==> config.mk <==
export PLATFORM = sky130hd
export DESIGN_NAME = usb_rx_deframer
export DESIGN_NICKNAME = d
export VERILOG_FILES = /design/src/rtl/usb_rx_pkg.sv /design/src/rtl/usb_rx_bit_sampler.sv /design/src/rtl/usb_rx_deframer.sv
export SDC_FILE = /design/constraint.sdc
export NUM_CORES = 1
export LEC_CHECK = 0
export ABC_CLOCK_PERIOD_IN_PS = 5150
export CORE_ASPECT_RATIO = 1.75
export CORE_MARGIN = 2
export CORE_UTILIZATION = 61
export CTS_BUF_LIST = sky130_fd_sc_hd__clkbuf_4 sky130_fd_sc_hd__clkbuf_8 sky130_fd_sc_hd__clkbuf_16
export CTS_CLUSTER_SIZE = 8
export DETAILED_ROUTE_END_ITERATION = 8
export GPL_TIMING_DRIVEN = 0
export PLACE_DENSITY = 0.95
export SYNTH_ARGS = -nofsm -noshare
export SYNTH_HDL_FRONTEND = slang
export SYNTH_SLANG_ARGS = --single-unit
==> constraint.sdc <==
create_clock -name clk -period 5.15 [get_ports clk]
set_clock_uncertainty 0.05 [all_clocks]
set_input_delay 1.03 -clock clk [delete_from_list [all_inputs] [get_ports clk]]
set_output_delay 1.03 -clock clk [all_outputs]
set_load 0.01 [all_outputs]
==> src/rtl/usb_rx_pkg.sv <==
// Shared types and constants for the USB full-speed receive deframer.
package usb_rx_pkg;

  typedef enum logic [1:0] {
    ST_IDLE,
    ST_SYNC,
    ST_DATA,
    ST_ERROR
  } state_t;

  localparam logic [7:0]  SYNC_PATTERN = 8'h80;
  localparam int unsigned MAX_ONES     = 6;
  localparam int unsigned SYNC_TIMEOUT = 16;
  localparam int unsigned STATS_W      = 16;

  // Line states as {d_plus, d_minus}
  localparam logic [1:0] LINE_J = 2'b10;
  localparam logic [1:0] LINE_K = 2'b01;

  function automatic logic [STATS_W-1:0] sat_inc(input logic [STATS_W-1:0] v);
    return (v == '1) ? v : v + 1'b1;
  endfunction

endpackage

==> src/rtl/usb_rx_bit_sampler.sv <==
// Synchronizes the raw D+/D- pair and produces one mid-bit sample strobe per bit time.
module usb_rx_bit_sampler
  import usb_rx_pkg::*;
#(
  parameter int unsigned CLKS_PER_BIT = 4
) (
  input  logic       clk,
  input  logic       rst_n,
  input  logic       d_plus,
  input  logic       d_minus,
  output logic       strobe,
  output logic [1:0] line
);

  localparam int unsigned PW = (CLKS_PER_BIT > 1) ? $clog2(CLKS_PER_BIT) : 1;

  logic [1:0]    meta;
  logic [1:0]    sync;
  logic [1:0]    line_prev;
  logic [PW-1:0] phase;

  always_ff @(posedge clk or negedge rst_n) begin
    if (!rst_n) begin
      meta      <= LINE_J;
      sync      <= LINE_J;
      line_prev <= LINE_J;
      phase     <= '0;
    end else begin
      meta      <= {d_plus, d_minus};
      sync      <= meta;
      line_prev <= sync;
      if (sync != line_prev)
        phase <= '0;
      else if (phase == PW'(CLKS_PER_BIT - 1))
        phase <= '0;
      else
        phase <= phase + 1'b1;
    end
  end

  // The transition cycle itself belongs to phase 0, so never strobe there.
  assign strobe = (phase == PW'(CLKS_PER_BIT / 2 - 1)) && (sync == line_prev);
  assign line   = sync;

endmodule

==> src/rtl/usb_rx_deframer.sv <==
// USB full-speed receive deframer: NRZI decode, SYNC hunt, bit unstuffing, byte handshake.
// Optional statistics counters are enabled by defining USB_RX_STATS_EN.
module usb_rx_deframer
  import usb_rx_pkg::*;
#(
  parameter int unsigned CLKS_PER_BIT = 4
) (
  input  logic               clk,
  input  logic               rst_n,
  input  logic               d_plus,
  input  logic               d_minus,
  input  logic               rx_eop,
  output logic [7:0]         rx_data,
  output logic               rx_valid,
  input  logic               rx_ready,
  output logic               rx_active,
  output logic               rx_error
`ifdef USB_RX_STATS_EN
  ,
  output logic [STATS_W-1:0] pkt_count,
  output logic [STATS_W-1:0] err_count
`endif
);

  logic       strobe;
  logic [1:0] line;
  state_t     state;
  logic       prev_j;
  logic [6:0] sync_sr;
  logic [3:0] sync_cnt;
  logic [2:0] ones_cnt;
  logic [2:0] bit_cnt;
  logic [6:0] data_sr;
  logic       eop_d;

  logic       sample;
  logic       is_j;
  logic       dbit;
  logic       eop_rise;
  logic [7:0] sync_next;
  logic [7:0] byte_next;

  usb_rx_bit_sampler #(
    .CLKS_PER_BIT(CLKS_PER_BIT)
  ) u_sampler (
    .clk    (clk),
    .rst_n  (rst_n),
    .d_plus (d_plus),
    .d_minus(d_minus),
    .strobe (strobe),
    .line   (line)
  );

  assign is_j      = (line == LINE_J);
  assign sample    = strobe && (is_j || (line == LINE_K));
  assign dbit      = (is_j == prev_j);
  assign eop_rise  = rx_eop && !eop_d;
  assign sync_next = {dbit, sync_sr};
  assign byte_next = {dbit, data_sr};

  always_ff @(posedge clk or negedge rst_n) begin
    if (!rst_n) begin
      state     <= ST_IDLE;
      prev_j    <= 1'b1;
      sync_sr   <= '0;
      sync_cnt  <= '0;
      ones_cnt  <= '0;
      bit_cnt   <= '0;
      data_sr   <= '0;
      eop_d     <= 1'b0;
      rx_data   <= '0;
      rx_valid  <= 1'b0;
      rx_active <= 1'b0;
      rx_error  <= 1'b0;
    end else begin
      eop_d    <= rx_eop;
      rx_error <= 1'b0;
      if (rx_valid && rx_ready)
        rx_valid <= 1'b0;
      if (sample)
        prev_j <= is_j;

      if (eop_rise && state != ST_IDLE) begin
        state     <= ST_IDLE;
        rx_active <= 1'b0;
        prev_j    <= 1'b1;
        sync_sr   <= '0;
        sync_cnt  <= '0;
        ones_cnt  <= '0;
        bit_cnt   <= '0;
        if (state == ST_DATA && bit_cnt != 3'd0)
          rx_error <= 1'b1;
      end else if (sample) begin
        case (state)
          ST_IDLE: begin
            if (!is_j) begin
              state    <= ST_SYNC;
              sync_sr  <= '0;
              sync_cnt <= '0;
            end
          end
          ST_SYNC: begin
            if (sync_next == SYNC_PATTERN) begin
              state     <= ST_DATA;
              rx_active <= 1'b1;
              ones_cnt  <= '0;
              bit_cnt   <= '0;
            end else if (sync_cnt == 4'(SYNC_TIMEOUT - 1)) begin
              state <= ST_IDLE;
            end else begin
              sync_sr  <= sync_next[7:1];
              sync_cnt <= sync_cnt + 4'd1;
            end
          end
          ST_DATA: begin
            // After MAX_ONES ones the next bit is either a stuffed 0 or a violation.
            if (ones_cnt == 3'(MAX_ONES)) begin
              if (dbit) begin
                rx_error <= 1'b1;
                state    <= ST_ERROR;
              end else begin
                ones_cnt <= '0;
              end
            end else begin
              ones_cnt <= dbit ? ones_cnt + 3'd1 : 3'd0;
              data_sr  <= byte_next[7:1];
              bit_cnt  <= bit_cnt + 3'd1;
              if (bit_cnt == 3'd7) begin
                if (rx_valid && !rx_ready) begin
                  rx_error <= 1'b1;
                  state    <= ST_ERROR;
                end else begin
                  rx_data  <= byte_next;
                  rx_valid <= 1'b1;
                end
              end
            end
          end
          default: ;
        endcase
      end
    end
  end

`ifdef USB_RX_STATS_EN
  logic pkt_exit;
  assign pkt_exit = eop_rise && (state == ST_DATA);

  always_ff @(posedge clk or negedge rst_n) begin
    if (!rst_n) begin
      pkt_count <= '0;
      err_count <= '0;
    end else begin
      if (pkt_exit)
        pkt_count <= sat_inc(pkt_count);
      if (rx_error)
        err_count <= sat_inc(err_count);
    end
  end
`endif

endmodule
### M1 wires, run 1

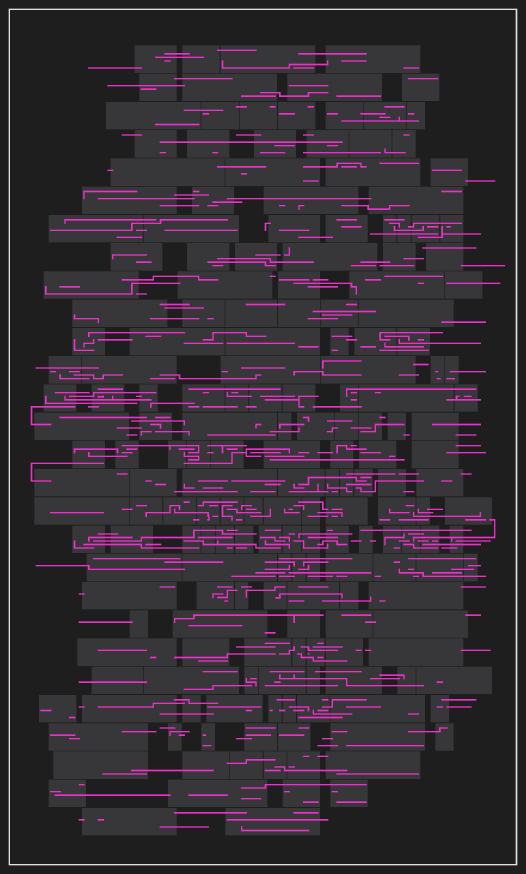
The layer carries 1470 um of wire. The layer holds 38% of the routed length. The wires run mostly horizontal.

### The metal 2 layer, run 1

Scale bar: 10 um.
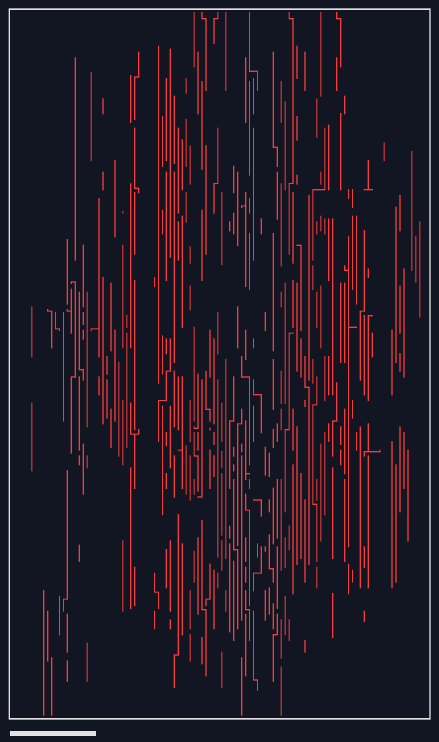
191 nets have wire on it. The layer holds 58% of the routed length. The wires run mostly vertical. The layer carries 2230 um of wire.

==> ds_physical_params.txt, run 1 <==
Summary of implementation characteristics

Parameter                              Value

Status
  Result of the run    complete, no violations

Cells and area
  Most frequent logic cells in the routed design    sky130_fd_sc_hd__dfrtp_1 (43), sky130_fd_sc_hd__mux2_2 (15), sky130_fd_sc_hd__clkdlybuf4s50_1 (15), sky130_fd_sc_hd__ha_1 (12)
  Biggest regs    rx_data (8), data_sr (7), sync_sr (7)
  Filler cell count    232
  Flop share of the area    47.7%

Synth
  AND/OR/NAND/NOR Cells, Area Fraction    11.7%
  Post-Syn Nets    187
  Synthesized area    2130 sq um
  Cells taking the most area after synthesis    sky130_fd_sc_hd__dfrtp_1 (50%), sky130_fd_sc_hd__mux2_2 (7.9%), sky130_fd_sc_hd__ha_1 (7.0%)
  Post-Synth AOI/OAI Area    10.7%

Global routing
  Number of antenna violations at the first check in global routing    0
  Met3 routing resource usage after global routing    3.96%
  Total track usage    21.2%
  Met1 track utilization from global routing    22.6%

Worst setup path
  Slowest cell delay on critical path    0.43 ns
  Crit path max fanout    10
  CP endpoint    rx_data[7]$_DFFE_PN0P_
  Buf/Inv on CP    3

Route
  Met1 layer wirelength in the final routing    1470 um
  Met2 wire len    2230 um
  Count of routing violations after the opening detailed-route iteration    29
  Pre-antenna DRT Iters    4

Power and ir drop
  Power in sequential cells    0.000440 W
  Fraction of power consumed by the clock network    28.3%

CTS
  Number of buffers added by the clock tree synthesis step    5
  Clk slew on worst S/H paths    0.08 ns

Final timing
  Period minus WS final    3.07 ns
  Worst path setup slack after routing    2.08 ns

Floorplan
  Number of ports placed on the die boundary    17
  Core utilization at floorplan    63.5%
### Metal 3, run 1

Scale bar: 10 um.
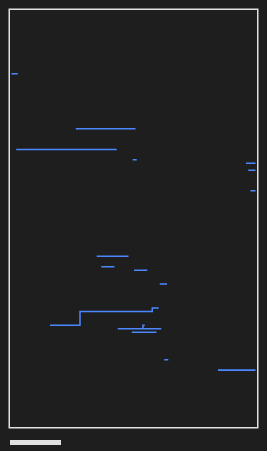
12 nets have wire on it. The layer carries 93.1 um of wire.

### Clock wiring as the flow saved it, run 1

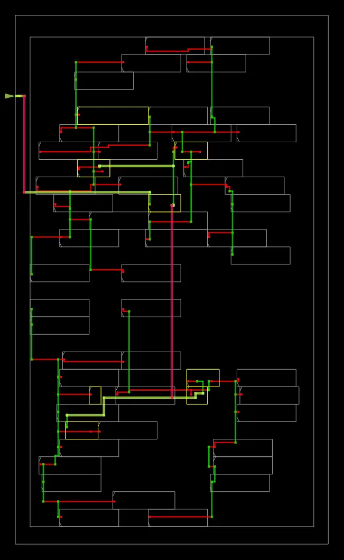

--- run 2 (diff from run 1) ---
--- a/config.mk
+++ b/config.mk
@@ -5,15 +5,15 @@
 export SDC_FILE = /design/constraint.sdc
 export NUM_CORES = 1
 export LEC_CHECK = 0
-export ABC_CLOCK_PERIOD_IN_PS = 5150
+export ABC_CLOCK_PERIOD_IN_PS = 3200
 export CORE_ASPECT_RATIO = 1.75
 export CORE_MARGIN = 2
-export CORE_UTILIZATION = 61
+export CORE_UTILIZATION = 57
 export CTS_BUF_LIST = sky130_fd_sc_hd__clkbuf_4 sky130_fd_sc_hd__clkbuf_8 sky130_fd_sc_hd__clkbuf_16
 export CTS_CLUSTER_SIZE = 8
 export DETAILED_ROUTE_END_ITERATION = 8
 export GPL_TIMING_DRIVEN = 0
-export PLACE_DENSITY = 0.95
+export PLACE_DENSITY = 0.9
 export SYNTH_ARGS = -nofsm -noshare
 export SYNTH_HDL_FRONTEND = slang
 export SYNTH_SLANG_ARGS = --single-unit
==> constraint.sdc (replaced) <==
create_clock -name clk -period 3.2 [get_ports clk]
set_clock_uncertainty 0.05 [all_clocks]
set_input_delay 0.64 -clock clk [delete_from_list [all_inputs] [get_ports clk]]
set_output_delay 0.64 -clock clk [all_outputs]
set_load 0.01 [all_outputs]
### Clock wiring as the flow saved it, run 2

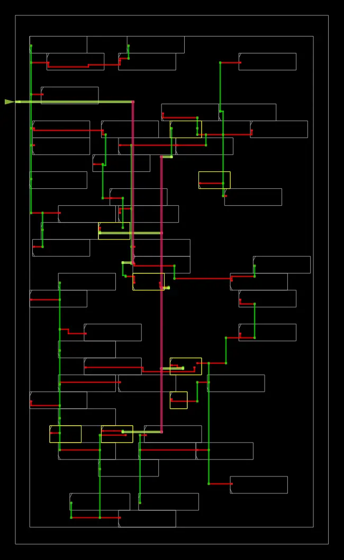
worst-skew pair later-pin latency: 0.30 ns
number of buffers added by the clock tree synthesis step: 5
clock buf count: 7
power drawn by the clock network: 0.000389 W
flop count: 47

### M1 wires, run 2

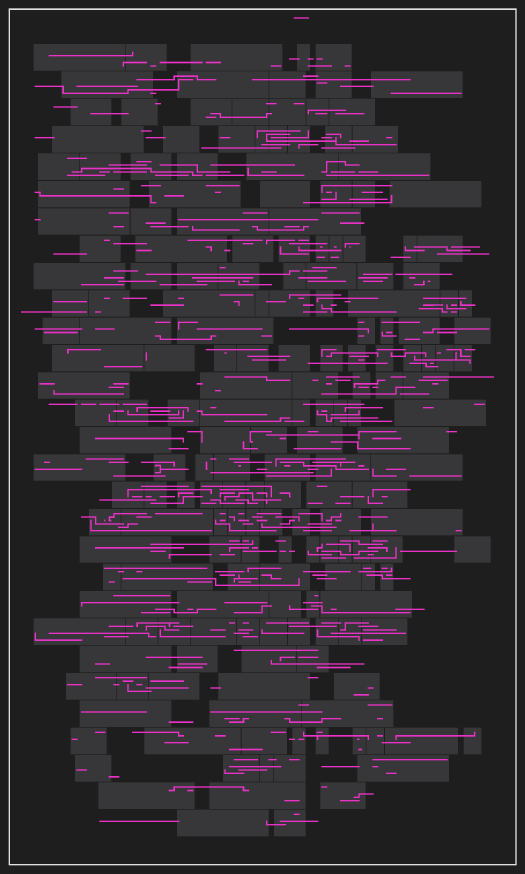
The wires run mostly horizontal. 188 nets have wire on it. The layer carries 1500 um of wire. The layer holds 37% of the routed length. The longest straight run is 15.6 um.

==> run 2 against run 1 <==
Net effect:
- sequential power rose by 61%
- first-iteration DRC count grew 6.9%
- register-to-register slack got worse by 2.0 ns
- power increased by 58%
- combinational power rose by 63%
- global-route usage grew 1.0 points
- core utilization down 4.9 points
- flip-flop count did not move
- non-clock buffer count is the same
- critical endpoint is now rx_data[5]$_DFFE_PN0P_
- largest power group unchanged
==> ds_physical_params.txt, run 2 <==
Summary of implementation characteristics

Parameter                              Value

Floorplan
  Core utilization at floorplan    59.4%
  Number of ports placed on the die boundary    17
  Chip width    50.3 um

Worst setup path
  Buf/Inv on CP    3
  Slowest cell delay on critical path    0.45 ns
  Crit path max fanout    10

Route
  Pre-antenna DRT Iters    5
  Met1 layer wirelength in the final routing    1500 um
  Count of routing violations after the opening detailed-route iteration    31
  Final ANT Viol Nets    0
  Met2 wire len    2360 um

CTS
  Clk slew on worst S/H paths    0.09 ns

Power and ir drop
  Fraction of power consumed by the clock network    26.5%
  Switching power share of the total    31.5%

Cells and area
  Flop share of the area    47.8%
  Biggest regs    rx_data (8), data_sr (7), sync_sr (7)
  Filler cell count    236

Synth
  Post-Synth AOI/OAI Area    10.7%
  Synthesized area    2130 sq um
  Post-Syn Nets    187
  AND/OR/NAND/NOR Cells, Area Fraction    11.7%
  Cells taking the most area after synthesis    sky130_fd_sc_hd__dfrtp_1 (50%), sky130_fd_sc_hd__mux2_2 (7.9%), sky130_fd_sc_hd__ha_1 (7.0%)

Final timing
  Period minus WS final    2.75 ns
  RSZ-0062 raised after global routing    false
  Worst path setup slack after routing    0.447 ns

Global routing
  Met1 track utilization from global routing    25.1%
  Number of antenna violations at the first check in global routing    0
  Total track usage    22.2%

Status
  Result of the run    complete, no violations
--- run 3 (diff from run 2) ---
--- a/config.mk
+++ b/config.mk
@@ -14,6 +14,7 @@
 export DETAILED_ROUTE_END_ITERATION = 8
 export GPL_TIMING_DRIVEN = 0
 export PLACE_DENSITY = 0.9
+export RECOVER_POWER = 50
 export SYNTH_ARGS = -nofsm -noshare
 export SYNTH_HDL_FRONTEND = slang
 export SYNTH_SLANG_ARGS = --single-unit
### M1 wires, run 3

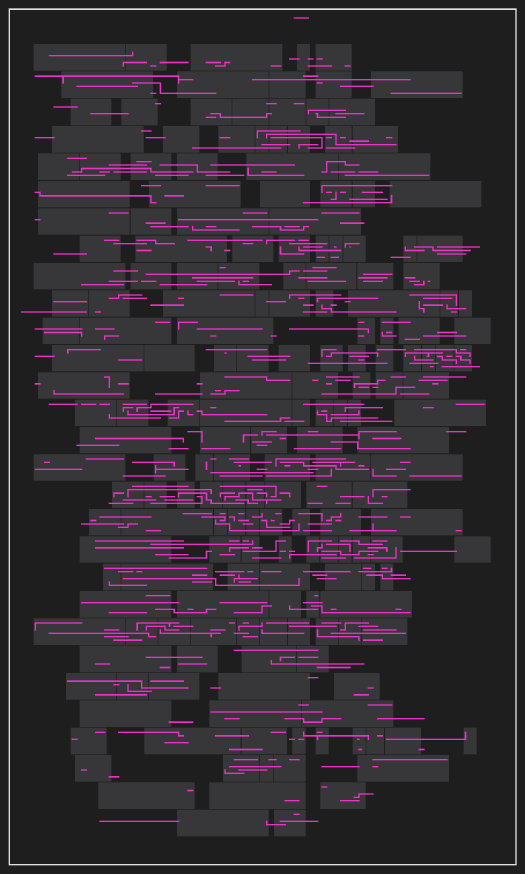
The layer carries 1510 um of wire. 189 nets have wire on it. The longest straight run is 15.6 um. The wires run mostly horizontal.

==> run 3 against run 2 <==
Net effect:
- sequential share of layout area up 0.22 points
- highest routed layer unchanged
- hold slack better by 0.064 ns
- clock power about the same
- global-route usage unchanged
- combinational power about the same
- wire length up 0.27%
- area after synthesis unchanged
- critical endpoint unchanged
- cell count unchanged
- non-clock buffer count unchanged
- the run now ends with capacitance limit, slew limit left
- power down 0.14%
- critical path type unchanged
- core utilization down 0.31 points
- largest power group unchanged
- first-iteration DRC count up 3.2%
==> ds_physical_params.txt, run 3 <==
Summary of implementation characteristics

Parameter                              Value

Route
  Met2 wire len    2370 um
  Count of routing violations after the opening detailed-route iteration    32

Global routing
  Met1 track utilization from global routing    25.1%
  Number of antenna violations at the first check in global routing    0

Floorplan
  Chip width    50.3 um
  Number of ports placed on the die boundary    17

Power and ir drop
  Fraction of power consumed by the clock network    26.6%
  Switching power share of the total    31.5%
  Power drawn by the clock network    0.000389 W

Synth
  Post-Syn Nets    187
  Post-Synth AOI/OAI Area    10.7%
  Cells taking the most area after synthesis    sky130_fd_sc_hd__dfrtp_1 (50%), sky130_fd_sc_hd__mux2_2 (7.9%), sky130_fd_sc_hd__ha_1 (7.0%)
  AND/OR/NAND/NOR Cells, Area Fraction    11.7%
  Synthesized area    2130 sq um

Worst setup path
  Buf/Inv on CP    3
  Slowest cell delay on critical path    0.45 ns
  CP endpoint    rx_data[5]$_DFFE_PN0P_

Final timing
  Period minus WS final    2.76 ns
  RSZ-0062 raised after global routing    false
  Final Max Tran Viols    41

Status
  Failing checks    capacitance limit, slew limit
  Result of the run    finished with violations

CTS
  Number of buffers added by the clock tree synthesis step    5
  Worst-skew pair later-pin latency    0.30 ns

Run
  # Max-Cap Violations    1

Cells and area
  Biggest regs    rx_data (8), data_sr (7), sync_sr (7)
  Flop count    47
### Clock wiring as the flow saved it, run 3

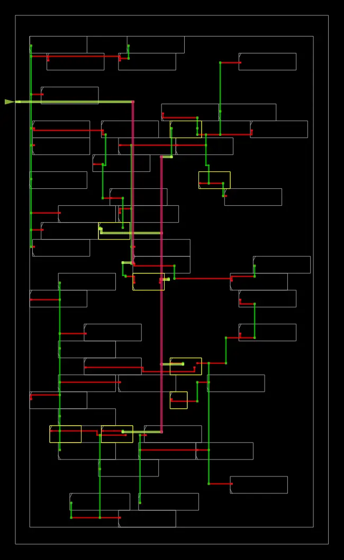
number of sinks on the clock net: 47

Power figures rest on the tool's default switching activity, not on a simulated workload.
